Figure 1. Placement by cell class.
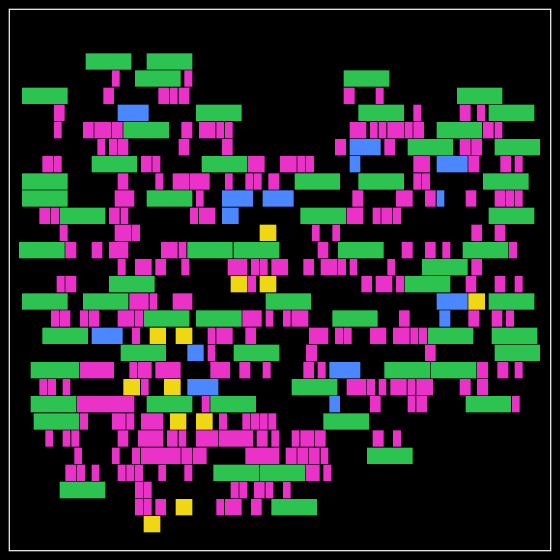
Figure 2. Clock wires, drivers and flops.
Scale bar: 20 um.
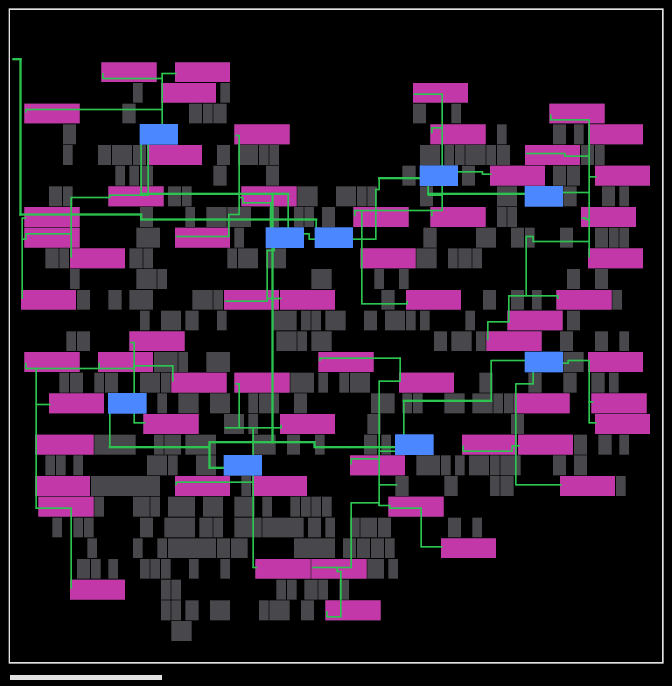
### config.mk
export PLATFORM = sky130hd
export DESIGN_NAME = spi_frame_reader_flat
export DESIGN_NICKNAME = d
export VERILOG_FILES = /design/src/rtl/spi_pkg.sv /design/src/rtl/spi_frame_reader_if.sv /design/src/rtl/spi_tick_gen.sv /design/src/rtl/spi_frame_reader.sv /design/src/flat_wrapper.sv
export SDC_FILE = /design/constraint.sdc
export NUM_CORES = 1
export LEC_CHECK = 0
export ABC_AREA = 1
export CELL_PAD_IN_SITES_DETAIL_PLACEMENT = 0
export CELL_PAD_IN_SITES_GLOBAL_PLACEMENT = 1
export CORE_MARGIN = 1
export CORE_UTILIZATION = 36
export DETAILED_ROUTE_END_ITERATION = 8
export DONT_BUFFER_PORTS = 1
export PLACE_DENSITY = 0.72
export SYNTH_ARGS = -nofsm -noshare
export SYNTH_HDL_FRONTEND = slang
export SYNTH_SLANG_ARGS = --single-unit
### constraint.sdc
create_clock -name clk -period 2.03 [get_ports clk]
set_input_delay 0.406 -clock clk [delete_from_list [all_inputs] [get_ports clk]]
set_output_delay 0.406 -clock clk [all_outputs]
set_load 0.05 [all_outputs]
### src/rtl/spi_pkg.sv
// spi_pkg: state encoding, default frame length and counter-width helper for the SPI frame reader.
package spi_pkg;

    typedef enum logic [2:0] {IDLE, SETUP, SHIFT, HOLD, DONE} spi_state_t;

    localparam int SPI_FRAME_BITS_DEF = 24;

    function automatic int cnt_w(input int n);
        return (n > 1) ? $clog2(n) : 1;
    endfunction

endpackage

### src/rtl/spi_frame_reader_if.sv
// spi_frame_reader_if: sensor-side SPI pins plus the parallel frame handshake.
interface spi_frame_reader_if
    import spi_pkg::*;
#(
    parameter int FRAME_BITS = SPI_FRAME_BITS_DEF
);
    logic start;
    logic miso;
    logic sclk;
    logic cs_n;
    logic busy;
    logic new_data;
    logic [FRAME_BITS-1:0] data;

    modport master (input start, miso, output sclk, cs_n, busy, data, new_data);
    modport slave (output start, miso, input sclk, cs_n, busy, data, new_data);
endinterface

### src/rtl/spi_tick_gen.sv
// spi_tick_gen: one-cycle tick every CLK_DIV clocks, restarted by clr.
module spi_tick_gen #(
    parameter int CLK_DIV = 4
) (
    input  logic clk,
    input  logic rst,
    input  logic clr,
    output logic tick
);
    localparam int W = $clog2(CLK_DIV) + 1;

    logic [W-1:0] cnt_q, cnt_d;

    always_comb begin
        tick = cnt_q == W'(CLK_DIV - 1);
        cnt_d = (clr || tick) ? '0 : cnt_q + W'(1);
    end

    always_ff @(posedge clk) begin
        cnt_q <= rst ? '0 : cnt_d;
    end
endmodule

### src/rtl/spi_frame_reader.sv
// spi_frame_reader: SPI mode-0 read-only master returning one FRAME_BITS word per frame.
// Define SPI_AUTO_POLL_EN to add a free-running poll counter that starts a frame every POLL_CYCLES.
module spi_frame_reader
    import spi_pkg::*;
#(
    parameter int CLK_DIV     = 4,
    parameter int FRAME_BITS  = SPI_FRAME_BITS_DEF,
    parameter int POLL_CYCLES = 1000000
) (
    input logic clk,
    input logic rst,
    spi_frame_reader_if.master bus
);
    localparam int BW = cnt_w(FRAME_BITS + 1);

    spi_state_t state_q, state_d;
    logic sclk_q, sclk_d;
    logic [BW-1:0] bit_q, bit_d;
    logic [FRAME_BITS-1:0] shift_q, shift_d, data_q, data_d;
    logic tick, go, rise, fall, last_bit;

`ifdef SPI_AUTO_POLL_EN
    localparam int PW = cnt_w(POLL_CYCLES);

    logic [PW-1:0] poll_q, poll_d;
    logic poll_wrap;

    always_comb begin
        poll_wrap = poll_q == PW'(POLL_CYCLES - 1);
        poll_d = poll_wrap ? '0 : poll_q + PW'(1);
    end

    always_ff @(posedge clk) begin
        poll_q <= rst ? '0 : poll_d;
    end

    // a wrap while a frame is running is simply lost, never deferred
    assign go = bus.start | poll_wrap;
`else
    if (CLK_DIV < 1 || POLL_CYCLES < 1) begin : g_cfg_guard
    end

    assign go = bus.start;
`endif

    spi_tick_gen #(.CLK_DIV(CLK_DIV)) u_tick (
        .clk (clk),
        .rst (rst),
        .clr (state_d != state_q),
        .tick(tick)
    );

    // every sclk rising edge doubles as the miso sample point
    always_comb begin
        last_bit = bit_q == BW'(FRAME_BITS);
        rise = tick && (state_q == SETUP || (state_q == SHIFT && !sclk_q && !last_bit));
        fall = tick && state_q == SHIFT && sclk_q;
        sclk_d = rise ? 1'b1 : fall ? 1'b0 : sclk_q;
        shift_d = rise ? (shift_q << 1) | FRAME_BITS'(bus.miso) : shift_q;
        bit_d = (state_q == IDLE) ? '0 : bit_q + BW'(rise);
        data_d = (state_q == HOLD && tick) ? shift_q : data_q;
        state_d = state_q;
        case (state_q)
            IDLE:    state_d = go ? SETUP : IDLE;
            SETUP:   state_d = tick ? SHIFT : SETUP;
            SHIFT:   state_d = (tick && !sclk_q && last_bit) ? HOLD : SHIFT;
            HOLD:    state_d = tick ? DONE : HOLD;
            default: state_d = IDLE;
        endcase
    end

    always_ff @(posedge clk) begin
        if (rst) begin
            state_q <= IDLE;
            sclk_q  <= 1'b0;
            bit_q   <= '0;
            shift_q <= '0;
            data_q  <= '0;
        end else begin
            state_q <= state_d;
            sclk_q  <= sclk_d;
            bit_q   <= bit_d;
            shift_q <= shift_d;
            data_q  <= data_d;
        end
    end

    assign bus.sclk     = sclk_q;
    assign bus.cs_n     = !(state_q == SETUP || state_q == SHIFT || state_q == HOLD);
    assign bus.busy     = state_q != IDLE;
    assign bus.new_data = state_q == DONE;
    assign bus.data     = data_q;
endmodule

### src/flat_wrapper.sv
// flat-port wrapper written by rule: the top's interface ports become plain ports
module spi_frame_reader_flat import spi_pkg::*;
#(
    parameter int CLK_DIV     = 4,
    parameter int FRAME_BITS  = SPI_FRAME_BITS_DEF,
    parameter int POLL_CYCLES = 1000000
)
  (clk, rst, bus_start, bus_miso, bus_sclk, bus_cs_n, bus_busy, bus_data, bus_new_data);
  spi_frame_reader_if #(.FRAME_BITS(FRAME_BITS)) bus_i ();
  input logic clk;
  input logic rst;
  input wire logic [$bits(bus_i.start)-1:0] bus_start;
  input wire logic [$bits(bus_i.miso)-1:0] bus_miso;
  output wire logic [$bits(bus_i.sclk)-1:0] bus_sclk;
  output wire logic [$bits(bus_i.cs_n)-1:0] bus_cs_n;
  output wire logic [$bits(bus_i.busy)-1:0] bus_busy;
  output wire logic [$bits(bus_i.data)-1:0] bus_data;
  output wire logic [$bits(bus_i.new_data)-1:0] bus_new_data;
  assign bus_i.start = bus_start;
  assign bus_i.miso = bus_miso;
  assign bus_sclk = bus_i.sclk;
  assign bus_cs_n = bus_i.cs_n;
  assign bus_busy = bus_i.busy;
  assign bus_data = bus_i.data;
  assign bus_new_data = bus_i.new_data;
  spi_frame_reader #(.CLK_DIV(CLK_DIV), .FRAME_BITS(FRAME_BITS), .POLL_CYCLES(POLL_CYCLES)) u_core (.clk(clk), .rst(rst), .bus(bus_i));
endmodule
==> flow_summary.yaml <==
# flow metrics
outcome:
  status: "completed"
placement:
  detailedPlace.worstSlack_ps: 0.243
  postPlaceCellArea_sq_um: 2620
  portBuffers: 0
  gpl.final_weighted_congestion: 0.770
cts:
  cts-htree-levels: 3
  clock_tree.buffer_depth: 2
  number_of_clock_sinks: 60
  clk_root_buffer_cell: "clkbuf_8"
  cts_made_buffers: 9
final_layout:
  finalInstanceArea_sq_um: 2810
  num-nets-final: 329
  clkCellAreaFrac_pct: 5.61
  utilization_pct: 41.3
  layout.area.comb_sq_um: 1180
  antennaDiodeCount: 0
  fin_cells: 421
  logic_gates: 222
  final-seq-area_sq_um: 1200
  n_all_inverters: 16
  drive_above_1_share_pct: 16.0
  synthToLayoutAreaGrowth_pct: 11.4
final_timing:
  finalCritPeriodShare_pct: 93.8
  timing.final.hold_violations: 0
  slew-limit-headroom_pct: 63.5
  maxSlewViolCount: 0
  setup_violations_final: 0
  setup_repair_after_global_routing_missed_its_margin: "no"
  max_slew.worst_pin.slew_ps: 547
job:
  drv_cap: 0
routing:
  wl_met1_um: 2640
  routed_via_density: 4.89
  initialDrtViolationCount: 110
  remaining_antenna_violation_count_after_routing: 0
  detail_route.wl_per_cell_um: 12.5
die:
  chip_area_sq_um: 7340
  die.size.x_um: 85.7
  core.rowCount: 30
  initial_utilization_pct: 37.1
logic_synthesis:
  top_cell_area_share_pct: 47.6
  area_fraction_in_full_adders_half_adders_and_majority_gates_pct: 1.99
  synthesis.area_per_instance_sq_um: 7.88
  dominantRegCellSynth: "dfxtp_1"
  postSynthSeqShare_pct: 47.6
  edf_count: 0
  yosys_simple_share_pct: 31.0
  yosys_warnings: 0
  synth_cell_type_count: 21
  netlist_area_before_placement_sq_um: 2520
  syn-instance-count: 320
  synth_dominant_cell_count: "nand2_1"
  synth.area.mux_share_pct: 0
  asyncSetResetFlopFracSynth_pct: 0
  xor_share_pct: 0
grt:
  grt_use_met2_pct: 23.7
  groute.layer.met3.usage_pct: 6.26
  globalRoute.totalOverflow: 0
  busiest_layer: "met2"
  use_met1_pct: 20.1
  largest_net_degree_at_the_start_of_global_routing: 50
  number_of_global_route_vias_before_repair: 1834
worst_setup_path:
  cpPeakStageDelay_ps: 330
  setup.reg_to_reg.worst_slack_ps: 120
  crit_end: "u_core.bit_q[4]"
  cp_top_family: "adder cells"
  rr_worst_depth: 11
  critical_path.slowest_cell: "dfxtp_2"
  path_depth: 11
  critical_path_buf_inv_count: 1
  startpoint_type: "flip-flop"
  cp_common_cell: "ha_2"
  crit_path_max_fanout: 4
power_and_ir_drop:
  total_leakage_power_uw: 0.00113
  pwr_density_cell_nw_per_um2: 772
  ir_drop_mv: 0.380
  finalPower_uw: 2170
hold_path:
  class_of_the_worst_hold_path: "in -> reg"
-- Figure 1 (at the start) --
flops: drawn in green, cells 60. clock drivers and dummy loads: drawn in blue, cells 15. combinational and other logic: drawn in magenta, cells 238. other buffers and delay cells: drawn in yellow, cells 12.

-- Figure 2 (at the start) --
clock wires: drawn in green, length 772 um. flip-flops: drawn in magenta, count 60. clock drivers: drawn in blue, count 9.
There are 10 routed clock nets.
proportion of power drawn by the clock network: 40.7%
Late-Pin Clk Latency: 340 ps
clk_skew: 8.19 ps
power in the clock group: 882 uW

-- flip-flops by register name (all words and copies together), names as in the netlist --
name	count
u_core.bit_q	5
u_core.state_q	3
u_core.bus.data	24
u_core.shift_q	24
u_core.bus.sclk	1
u_core.u_tick.cnt_q	3
-- cells in the final DEF (no fill, tap or decap), types with 2 or more instances in the layout --
| master | Yosys | final |
|---|---|---|
| nor2_4 | 2 | 2 |
| nand3b_1 | 24 | 24 |
| clkinvlp_4 | 0 | 2 |
| inv_1 | 13 | 13 |
| or2_2 | 2 | 2 |
| nand3_1 | 32 | 31 |
| a21oi_2 | 10 | 10 |
| nand3_2 | 1 | 2 |
| a21oi_1 | 42 | 42 |
| inv_2 | 3 | 2 |
| buf_4 | 0 | 12 |
| clkbuf_8 | 0 | 9 |
| nor2_1 | 38 | 38 |
| dfxtp_1 | 60 | 59 |
| clkinv_2 | 0 | 3 |
| nand2_1 | 63 | 62 |
| ha_2 | 0 | 3 |
-- worst min-delay path by stage --
stage | from | end | slack (ps) | depth (start not counted)
floorplan | u_core.u_tick.cnt_q[0] | u_core.u_tick.cnt_q[0] | 400 | 1
global placement | u_core.u_tick.cnt_q[0] | u_core.u_tick.cnt_q[0] | 410 | 1
detailed placement | u_core.u_tick.cnt_q[0] | u_core.u_tick.cnt_q[0] | 420 | 1
CTS | rst | u_core.bus.data[8] | 110 | 1
global route | rst | u_core.bus.data[7] | 100 | 1
finish | rst | u_core.bus.data[2] | 120 | 1
-- timing repair --
item	in CTS	in global routing
buffers inserted	0	1
endpoints found under the setup margin	1	2
resized	1	6
-- report_power, final --
group          internal (uW)  switching [uW]
combinational           26.0            61.3
sequential              1190            8.69
clock                    428             453
No activity file was given, so power comes from the tool's default toggle rates.
